--- config.mk ---
export PLATFORM = sky130hd
export DESIGN_NAME = layer_vec_feeder
export DESIGN_NICKNAME = d
export VERILOG_FILES = /design/src/rtl/layer_vec_feeder.sv
export SDC_FILE = /design/constraint.sdc
export NUM_CORES = 1
export LEC_CHECK = 0
export ABC_CLOCK_PERIOD_IN_PS = 3400
export CAP_MARGIN = 20
export CORE_UTILIZATION = 56
export CTS_CLUSTER_SIZE = 12
export DETAILED_ROUTE_END_ITERATION = 8
export PLACE_DENSITY_LB_ADDON = 0.3
export SETUP_SLACK_MARGIN = 0.1
export SLEW_MARGIN = 20
export SYNTH_ARGS = -nofsm -noshare
export SYNTH_HDL_FRONTEND = slang
export SYNTH_SLANG_ARGS = --single-unit
--- constraint.sdc ---
create_clock -name clk -period 3.4 [get_ports clk]
set_input_delay 0.34 -clock clk [delete_from_list [all_inputs] [get_ports clk]]
set_output_delay 0.34 -clock clk [all_outputs]
set_load 0.05 [all_outputs]
--- src/rtl/layer_vec_feeder.sv ---
// Streams an N-element input vector into a layer and captures its M-element result vector.
// Optional ReLU result check is compiled in with `define LAYER_VEC_FEEDER_RELU_CHK_EN.
module layer_vec_feeder #(
    parameter int M = 8,
    parameter int N = 4,
    parameter int T = 16
) (
    input  logic                 clk,
    input  logic                 reset,
    input  logic                 ld_en,
    input  logic [$clog2(N)-1:0] ld_addr,
    input  logic signed [T-1:0]  ld_data,
    input  logic                 start,
    output logic                 busy,
    output logic                 done,
    output logic                 m_valid,
    input  logic                 m_ready,
    output logic signed [T-1:0]  m_data,
    input  logic                 s_valid,
    output logic                 s_ready,
    input  logic signed [T-1:0]  s_data,
    input  logic [$clog2(M)-1:0] rd_addr,
    output logic signed [T-1:0]  rd_data,
    output logic                 err
);
    localparam int XAW = $clog2(N);
    localparam int YAW = $clog2(M);
    localparam int SW  = $clog2(N + 1);
    localparam int RW  = $clog2(M + 1);

    // valid/ready: a beat moves on a rising edge where valid && ready; the
    // sender holds data stable while valid is high and ready is low.
    typedef enum logic [1:0] {IDLE, SEND, RECV, DONE} state_t;

    state_t              state;
    state_t              state_nxt;
    logic [SW-1:0]       send_cnt;
    logic [RW-1:0]       recv_cnt;
    logic signed [T-1:0] xbuf [N];
    logic signed [T-1:0] ybuf [M];
    logic                start_ok;
    logic                send_beat;
    logic                recv_beat;

    assign start_ok  = (state == IDLE) && start;
    assign busy      = (state != IDLE);
    assign done      = (state == DONE);
    assign m_valid   = (state == SEND);
    assign s_ready   = (state == RECV);
    assign send_beat = m_valid && m_ready;
    assign recv_beat = s_valid && s_ready;
    assign m_data    = xbuf[send_cnt[XAW-1:0]];

    always_comb begin
        state_nxt = state;
        case (state)
            IDLE: if (start) state_nxt = SEND;
            SEND: if (send_beat && send_cnt == SW'(N - 1)) state_nxt = RECV;
            RECV: if (recv_beat && recv_cnt == RW'(M - 1)) state_nxt = DONE;
            DONE: state_nxt = IDLE;
            default: state_nxt = IDLE;
        endcase
    end

    always_ff @(posedge clk) begin
        if (reset) state <= IDLE;
        else       state <= state_nxt;
    end

    always_ff @(posedge clk) begin
        if (reset) begin
            send_cnt <= '0;
            recv_cnt <= '0;
        end else if (start_ok) begin
            send_cnt <= '0;
            recv_cnt <= '0;
        end else begin
            if (send_beat) send_cnt <= send_cnt + 1'b1;
            if (recv_beat) recv_cnt <= recv_cnt + 1'b1;
        end
    end

    // Buffers hold data across reset; only the host side or a live run may write them.
    always_ff @(posedge clk) begin
        if (!reset && state == IDLE && ld_en) xbuf[ld_addr] <= ld_data;
    end

    always_ff @(posedge clk) begin
        if (!reset && recv_beat) ybuf[recv_cnt[YAW-1:0]] <= s_data;
    end

    always_ff @(posedge clk) begin
        if (reset) rd_data <= '0;
        else       rd_data <= ybuf[rd_addr];
    end

`ifdef LAYER_VEC_FEEDER_RELU_CHK_EN
    // A negative result cannot come out of a ReLU layer; flag it until the next run.
    always_ff @(posedge clk) begin
        if (reset)                          err <= 1'b0;
        else if (start_ok)                  err <= 1'b0;
        else if (recv_beat && s_data[T-1])  err <= 1'b1;
    end
`else
    assign err = 1'b0;
`endif

endmodule

congestion_map.png
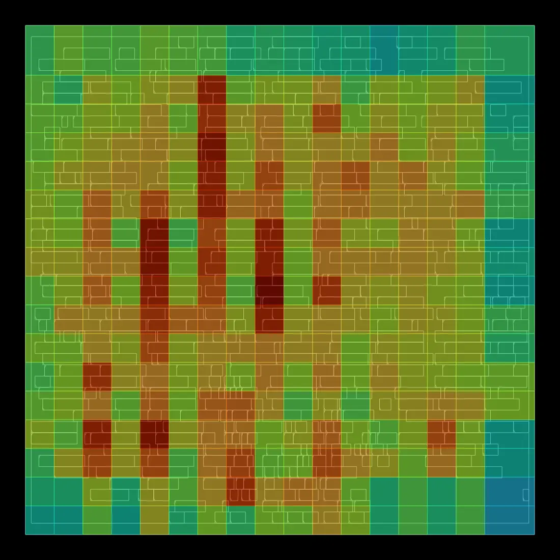
gr usage total: 20.6%
Avg WL per Cell: 22.1 um
met1 GRT Util: 27.2%
GRT met3 Usage: 3.02%

route_heat.png
Scale: 3 px per um. The die is cut into 24 by 24 equal tiles; dark blue is low, red is high, scaled to the fullest tile. Values are wire area over tile area, all layers added.
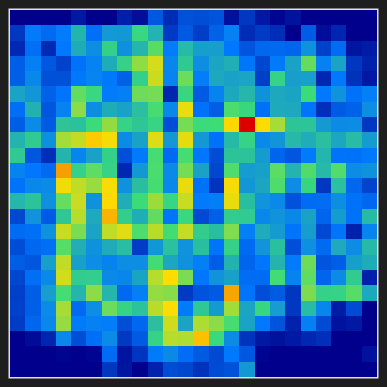
emptiest ninth of the die: south-east
nearly empty tiles: 8.5%
mean over tiles: 0.16
fullest tile: 0.51
tiles over half the peak: 16%
vias: 3,921
final WL: 14.7 mm

m2.png
Scale: 4 px per um.
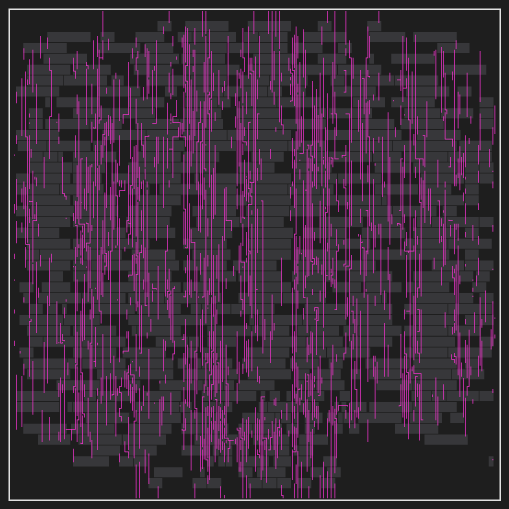
share of all routed wire: 52%
longest straight run: 69.0 um
wire length on this layer: 7,600 um
nets with wire on the layer: 469
met2 GRT Util: 35.3%

m3.png
Scale: 4 px per um.
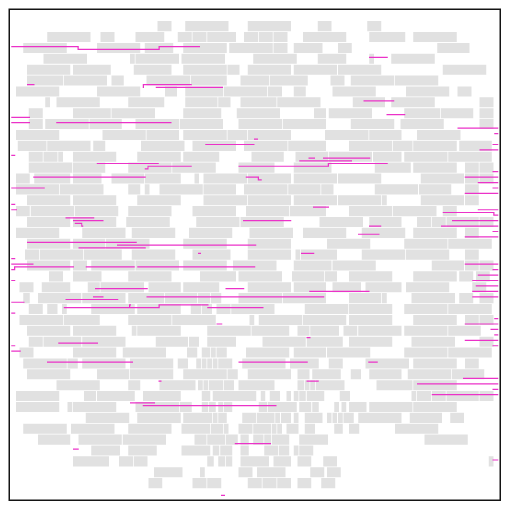
main direction: horizontal
wire length on this layer: 916 um
share of all routed wire: 6.3%
nets with wire on the layer: 76
longest straight run: 44.2 um

pinout.png
Scale: 4 px per um. Pins as bars across the die edge, other pins in gray.
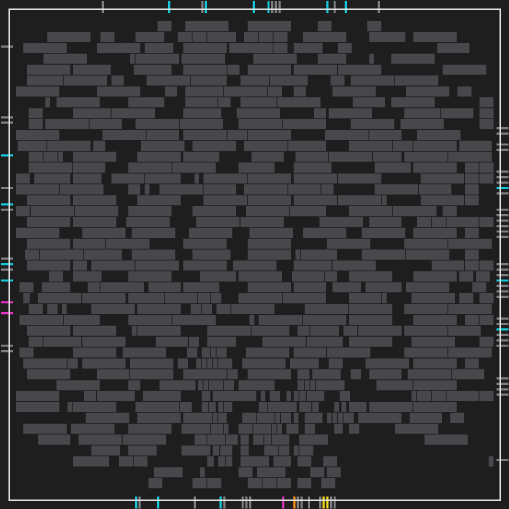
| port | color | pins | direction | edge |
|---|---|---|---|---|
| start | orange | 1 | input | south |
| rd_data | cyan | 16 | output | 6 north, 4 west, 3 east, 3 south |
| ld_addr | yellow | 2 | input | south |
| rd_addr | magenta | 3 | input | 2 west, 1 south |

==> impl_metrics.env <==
# yosys + openroad results
export IMPL_status="finished, final reports clean"
export IMPL_final_cells=664
export IMPL_numPlacedInstances=624
export IMPL_p_leak_nw=3.24
export IMPL_io_pins=80
export IMPL_fillerInstances=851
export IMPL_synth_area_per_cell_um2=22.2
export IMPL_min_to="xbuf[2][15]"
export IMPL_grt_pass1_wl_mm=22.3
export IMPL_grt_max_degree=33
export IMPL_finalMaxSlewViolations=0
export IMPL_synthCells=365
export IMPL_worst_pin_slew_ns=0.845
export IMPL_worst_setup_path_end_kind="output port"
export IMPL_min_from="ld_data[15]"
export IMPL_clock_skew_ns=0.0110
export IMPL_cpPeakStageDelay_ns=0.87
export IMPL_clockBufferDepth=3
export IMPL_startpoint_type="register"
export IMPL_r2r_end="ybuf[2][9]"
export IMPL_p_seq_share_pct=50.9
export IMPL_core_util_floorplan_pct=58.0
export IMPL_cts_inserted_buffers=22
export IMPL_hpwl_mm=8.62
